--- config.mk ---
export PLATFORM = sky130hd
export DESIGN_NAME = branch_resolver_flat
export DESIGN_NICKNAME = d
export VERILOG_FILES = /design/src/rtl/branch_resolver_if.sv /design/src/rtl/branch_resolver.sv /design/src/flat_wrapper.sv
export SDC_FILE = /design/constraint.sdc
export NUM_CORES = 1
export LEC_CHECK = 0
export CORE_MARGIN = 5
export CORE_UTILIZATION = 30
export CTS_BUF_LIST = sky130_fd_sc_hd__clkbuf_16
export CTS_CLUSTER_DIAMETER = 150
export DETAILED_ROUTE_END_ITERATION = 8
export GPL_TIMING_DRIVEN = 0
export PLACE_DENSITY = 0.57
export SETUP_SLACK_MARGIN = 0.5
export SKIP_CTS_REPAIR_TIMING = 1
export SLEW_MARGIN = 10
export SYNTH_ARGS = -nofsm -noshare
export SYNTH_HDL_FRONTEND = slang
export SYNTH_SLANG_ARGS = --single-unit
--- constraint.sdc ---
create_clock -name clk -period 3.4 [get_ports clk]
set_input_delay 0.68 -clock clk [delete_from_list [all_inputs] [get_ports clk]]
set_output_delay 0.68 -clock clk [all_outputs]
set_load 0.02 [all_outputs]
--- src/rtl/branch_resolver_if.sv ---
// Resolution request/result, prediction lookup and statistics bundle for branch_resolver.
interface branch_resolver_if #(
    parameter int unsigned WORD_LEN = 32,
    parameter int unsigned PC_LEN   = 32,
    parameter int unsigned CNT_W    = 16
);
    logic [PC_LEN-1:0]   lookup_pc;
    logic                lookup_taken;
    logic                valid_in;
    logic [PC_LEN-1:0]   pc_in;
    logic [WORD_LEN-1:0] reg1;
    logic [WORD_LEN-1:0] reg2;
    logic [2:0]          cond;
    logic                pred_taken;
    logic                stall;
    logic                stat_clr;
    logic                res_valid;
    logic                br_cond;
    logic                mispredict;
    logic                flush;
    logic [CNT_W-1:0]    branch_cnt;
    logic [CNT_W-1:0]    mispred_cnt;

    modport master (
        output lookup_pc, valid_in, pc_in, reg1, reg2, cond, pred_taken, stall, stat_clr,
        input  lookup_taken, res_valid, br_cond, mispredict, flush, branch_cnt, mispred_cnt
    );

    modport slave (
        input  lookup_pc, valid_in, pc_in, reg1, reg2, cond, pred_taken, stall, stat_clr,
        output lookup_taken, res_valid, br_cond, mispredict, flush, branch_cnt, mispred_cnt
    );
endinterface

--- src/rtl/branch_resolver.sv ---
// Branch resolution stage: condition evaluation, 2-bit saturating-counter predictor,
// registered outcome/mispredict flags and saturating branch statistics.
module branch_resolver #(
    parameter int unsigned WORD_LEN  = 32,
    parameter int unsigned PC_LEN    = 32,
    parameter int unsigned BHT_DEPTH = 16,
    parameter int unsigned CNT_W     = 16
) (
    input  logic               clk,
    input  logic               rst,
    branch_resolver_if.slave   bus
);
    localparam int unsigned IDX_W = $clog2(BHT_DEPTH);
    localparam logic [1:0]       CTR_INIT = 2'b01;
    localparam logic [1:0]       CTR_MAX  = 2'b11;
    localparam logic [1:0]       CTR_MIN  = 2'b00;
    localparam logic [CNT_W-1:0] STAT_MAX = '1;

    typedef enum logic [2:0] {
        C_NONE = 3'b000,
        C_JUMP = 3'b001,
        C_BEZ  = 3'b010,
        C_BEQ  = 3'b011,
        C_BNE  = 3'b100,
        C_BLTZ = 3'b101,
        C_BGEZ = 3'b110,
        C_BGTZ = 3'b111
    } cond_e;

    logic [1:0]       bht_q [BHT_DEPTH];
    logic             res_valid_q, br_cond_q, mispredict_q, flush_q;
    logic [CNT_W-1:0] branch_cnt_q, mispred_cnt_q;

    logic [IDX_W-1:0] lookup_idx_c, res_idx_c;
    logic             outcome_c, is_cond_c, resolve_c, mispred_c;
    logic             sign_c, zero_c;
    logic             unused_pc_bits;

    assign lookup_idx_c   = bus.lookup_pc[IDX_W+1:2];
    assign res_idx_c      = bus.pc_in[IDX_W+1:2];
    assign unused_pc_bits = ^{bus.lookup_pc, bus.pc_in};

    assign sign_c    = bus.reg1[WORD_LEN-1];
    assign zero_c    = (bus.reg1 == '0);
    assign is_cond_c = (bus.cond != C_NONE) && (bus.cond != C_JUMP);
    assign resolve_c = bus.valid_in && !bus.stall;
    assign mispred_c = is_cond_c && (outcome_c != bus.pred_taken);

    // Branch condition evaluation on the full operand width
    always_comb begin
        outcome_c = 1'b0;
        unique case (cond_e'(bus.cond))
            C_NONE: outcome_c = 1'b0;
            C_JUMP: outcome_c = 1'b1;
            C_BEZ:  outcome_c = zero_c;
            C_BEQ:  outcome_c = (bus.reg1 == bus.reg2);
            C_BNE:  outcome_c = (bus.reg1 != bus.reg2);
            C_BLTZ: outcome_c = sign_c;
            C_BGEZ: outcome_c = !sign_c;
            C_BGTZ: outcome_c = !sign_c && !zero_c;
            default: outcome_c = 1'b0;
        endcase
    end

    // Result registers; an idle unstalled edge clears them
    always_ff @(posedge clk or negedge rst) begin
        if (!rst) begin
            res_valid_q  <= 1'b0;
            br_cond_q    <= 1'b0;
            mispredict_q <= 1'b0;
            flush_q      <= 1'b0;
        end else if (!bus.stall) begin
            res_valid_q  <= bus.valid_in;
            br_cond_q    <= bus.valid_in && outcome_c;
            mispredict_q <= bus.valid_in && mispred_c;
            flush_q      <= bus.valid_in && mispred_c;
        end
    end

    // Predictor table: only conditional resolutions train it
    always_ff @(posedge clk or negedge rst) begin
        if (!rst) begin
            for (int i = 0; i < int'(BHT_DEPTH); i++) begin
                bht_q[i] <= CTR_INIT;
            end
        end else if (resolve_c && is_cond_c) begin
            if (outcome_c) begin
                if (bht_q[res_idx_c] != CTR_MAX) bht_q[res_idx_c] <= bht_q[res_idx_c] + 2'(1);
            end else begin
                if (bht_q[res_idx_c] != CTR_MIN) bht_q[res_idx_c] <= bht_q[res_idx_c] - 2'(1);
            end
        end
    end

    // Saturating statistics; clear wins over a same-cycle increment
    always_ff @(posedge clk or negedge rst) begin
        if (!rst) begin
            branch_cnt_q  <= '0;
            mispred_cnt_q <= '0;
        end else if (!bus.stall) begin
            if (bus.stat_clr) begin
                branch_cnt_q  <= '0;
                mispred_cnt_q <= '0;
            end else if (bus.valid_in && is_cond_c) begin
                if (branch_cnt_q != STAT_MAX) branch_cnt_q <= branch_cnt_q + CNT_W'(1);
                if (mispred_c && (mispred_cnt_q != STAT_MAX)) begin
                    mispred_cnt_q <= mispred_cnt_q + CNT_W'(1);
                end
            end
        end
    end

    assign bus.lookup_taken = bht_q[lookup_idx_c][1];
    assign bus.res_valid    = res_valid_q;
    assign bus.br_cond      = br_cond_q;
    assign bus.mispredict   = mispredict_q;
    assign bus.flush        = flush_q;
    assign bus.branch_cnt   = branch_cnt_q;
    assign bus.mispred_cnt  = mispred_cnt_q;
endmodule

--- src/flat_wrapper.sv ---
// flat-port wrapper written by rule: the top's interface ports become plain ports
module branch_resolver_flat 
#(
    parameter int unsigned WORD_LEN  = 32,
    parameter int unsigned PC_LEN    = 32,
    parameter int unsigned BHT_DEPTH = 16,
    parameter int unsigned CNT_W     = 16
)
  (clk, rst, bus_lookup_pc, bus_valid_in, bus_pc_in, bus_reg1, bus_reg2, bus_cond, bus_pred_taken, bus_stall, bus_stat_clr, bus_lookup_taken, bus_res_valid, bus_br_cond, bus_mispredict, bus_flush, bus_branch_cnt, bus_mispred_cnt);
  branch_resolver_if #(.WORD_LEN(WORD_LEN), .PC_LEN(PC_LEN), .CNT_W(CNT_W)) bus_i ();
  input  logic clk;
  input  logic rst;
  input wire logic [$bits(bus_i.lookup_pc)-1:0] bus_lookup_pc;
  input wire logic [$bits(bus_i.valid_in)-1:0] bus_valid_in;
  input wire logic [$bits(bus_i.pc_in)-1:0] bus_pc_in;
  input wire logic [$bits(bus_i.reg1)-1:0] bus_reg1;
  input wire logic [$bits(bus_i.reg2)-1:0] bus_reg2;
  input wire logic [$bits(bus_i.cond)-1:0] bus_cond;
  input wire logic [$bits(bus_i.pred_taken)-1:0] bus_pred_taken;
  input wire logic [$bits(bus_i.stall)-1:0] bus_stall;
  input wire logic [$bits(bus_i.stat_clr)-1:0] bus_stat_clr;
  output wire logic [$bits(bus_i.lookup_taken)-1:0] bus_lookup_taken;
  output wire logic [$bits(bus_i.res_valid)-1:0] bus_res_valid;
  output wire logic [$bits(bus_i.br_cond)-1:0] bus_br_cond;
  output wire logic [$bits(bus_i.mispredict)-1:0] bus_mispredict;
  output wire logic [$bits(bus_i.flush)-1:0] bus_flush;
  output wire logic [$bits(bus_i.branch_cnt)-1:0] bus_branch_cnt;
  output wire logic [$bits(bus_i.mispred_cnt)-1:0] bus_mispred_cnt;
  assign bus_i.lookup_pc = bus_lookup_pc;
  assign bus_i.valid_in = bus_valid_in;
  assign bus_i.pc_in = bus_pc_in;
  assign bus_i.reg1 = bus_reg1;
  assign bus_i.reg2 = bus_reg2;
  assign bus_i.cond = bus_cond;
  assign bus_i.pred_taken = bus_pred_taken;
  assign bus_i.stall = bus_stall;
  assign bus_i.stat_clr = bus_stat_clr;
  assign bus_lookup_taken = bus_i.lookup_taken;
  assign bus_res_valid = bus_i.res_valid;
  assign bus_br_cond = bus_i.br_cond;
  assign bus_mispredict = bus_i.mispredict;
  assign bus_flush = bus_i.flush;
  assign bus_branch_cnt = bus_i.branch_cnt;
  assign bus_mispred_cnt = bus_i.mispred_cnt;
  branch_resolver #(.WORD_LEN(WORD_LEN), .PC_LEN(PC_LEN), .BHT_DEPTH(BHT_DEPTH), .CNT_W(CNT_W)) u_core (.clk(clk), .rst(rst), .bus(bus_i));
endmodule
Congestion heat map:
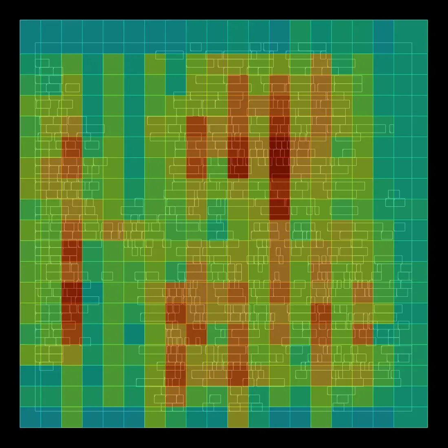
met3 usage: 3.34%
met1 usage: 19.1%
global route hottest layer: met2
Global Route Usage Sum: 14.6%

The metal 2 layer:
(2 px per µm) Cells faint in the background.
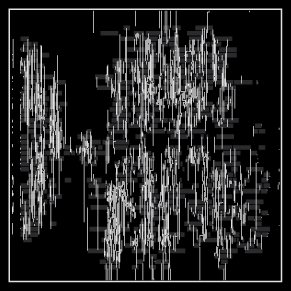
nets with wire on the layer	597
share of all routed wire	47%
main direction	vertical
wire length on this layer	6,640 µm

==> summary.txt <==
Hold/Removal Path Class -> primary input to asynchronous set/reset pin
# DRC -> 0
Leak -> 3.11 nW
Die Footprint -> 0.0183 mm²
Tmin final -> 2860 ps
DR WL/cell -> 17.4 µm
Die W -> 135 µm
Vias in the first global route -> 4,141
Worst slew margin -> 60.3%
Port Buf Inserts -> 114
Number of enable flip-flop cells -> 0
Fraction of layout instances using a drive strength above 1 -> 26.4%
Worst-Skew Late Latency -> 330 ps
GRT Residual Overflow -> 0
Hold_ws -> 157 ps
Routed met1 length -> 6100 µm
DPL Wire Length -> 10,500 µm
Clock Sinks -> 67
Top_reg_cell synth -> dfrtp_1
Crit path kind -> primary input to flip-flop
Status -> complete, no violations
Via-to-Cell Ratio -> 5.25
Flop2flop setup slack -> 770 ps
Worst Path Buf+Inv -> 5
Synth cell count leaders -> dfrtp_1, xnor2_1, nor2_1, nand2_1, nor3_1
Slowest cell on crit path -> mux4_2
Area leader share -> 27.0%
Async SR Flop Fraction -> 100%
Final Skew -> 8.03 ps
Most numerous logic cell after layout -> dlymetal6s2s_1
Clock transition at the registers of the reported paths -> 60 ps
Layout area overhead -> 48.4%
Worst-Margin Slew -> 595 ps
Post-detailed-routing wire length -> 14,000 µm
Count leader, synth -> dfrtp_1
Setup Viol. Count Final -> 0
CP peak stage delay -> 540 ps
Crit. Startpoint -> bus_pc_in[2]
CTS H-tree lvls -> 3
I/O pins -> 174
DRT Pass-1 Iters -> 4
Die height -> 135 µm
Pwr/cell area -> 413 mW/mm²
Syn_nets -> 592
Setup TNS -> 0 ps
CTS tree -> done
Syn Std Cell Area -> 0.00472 mm²
Initial antenna violation count -> 0
CTS Buf Count -> 9
Vias -> 4,213
Number of DRC markers in iteration 0 -> 214
Critical path data arrival time -> 3080 ps
Met3 wire len -> 994 µm
CP startpoint kind -> primary input
Final #Nets -> 728
Gate Count Post-Synth -> 451
Yosys Warn Count -> 0
Core Footprint -> 0.0153 mm²
CTS Buffer Depth -> 2
Max VDD drop -> 0.213 mV
Ys cells -> 451
Hold Vio Cnt, Final -> 0
Max Transition Viols Final -> 0
Largest net degree at the start of global routing -> 63
Met3 routing:
(2 px per µm)
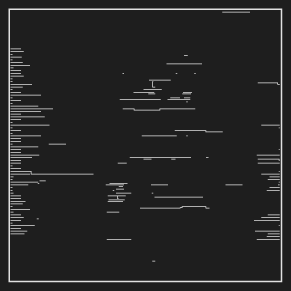
main direction	horizontal
nets with wire on the layer	127
longest straight run	31.1 µm
share of all routed wire	7.1%

-- cell type report --
class,count,area (µm²)
Clock buffer,9,225
Buffer,22,179
Sequential cell,67,1700
Multi-Input combinational cell,345,3140
Clock inverter,7,36.3
Timing Repair Buffer,125,1400
Fill cell,1436,8310
Inverter,17,63.8
Tap cell,211,264
-- layer usage --
metal  GRT usage [%]  up-vias
met3            3.34       19
met1            19.1     2032
met4            5.71        0
li1                -     1985
met5               0        -
met2            23.4      177
-- power by group --
part           internal (mW)  leakage (nW)  switching [mW]
logic                  0.523          2.16           0.450
registers              0.966         0.822           0.125
clock network          0.482         0.127           0.347
-- cells by family after synthesis --
group                      after synthesis  share of synthesized area [%]
AOI/OAI and AO/OA                       66                           11.8
and+or+nand+nor                        180                           23.4
adders and majority gates                4                           1.06
DFF                                     67                           36.0
muxes                                   50                           15.4
buffers and inverters                   39                           3.79
xor gates and xnor gates                45                           8.51
-- final timing paths --
check                                              to  cells past startpoint
max in group asynchronous  asynchronous set/reset pin                      2
max                                   u_core.bht_q[3]                     11
min                          u_core.bus.branch_cnt[5]                      1
min in group clk                 u_core.bus.res_valid                      1
min reg2reg                      u_core.bus.res_valid                      1
max reg2reg                           u_core.bht_q[3]                     10
-- metrics by stage --
| stage | cells | utilization [%] | cell area (µm²) | total power [mW] | setup WS [ps] |
|---|---|---|---|---|---|
| after floorplan | 451 | - | 4860 | 1.65 | 488 |
| after global placement | 776 | 40.9 | 6260 | 1.99 | -686 |
| after global routing | 803 | 45.7 | 7000 | 3.04 | 481 |
| final | 803 | 45.7 | 7000 | 2.89 | 538 |
| after detailed placement | 777 | 41.1 | 6290 | 2.01 | -517 |
| after CTS | 793 | 42.8 | 6550 | 2.85 | -200 |
Power is estimated from default activity; no workload was simulated.
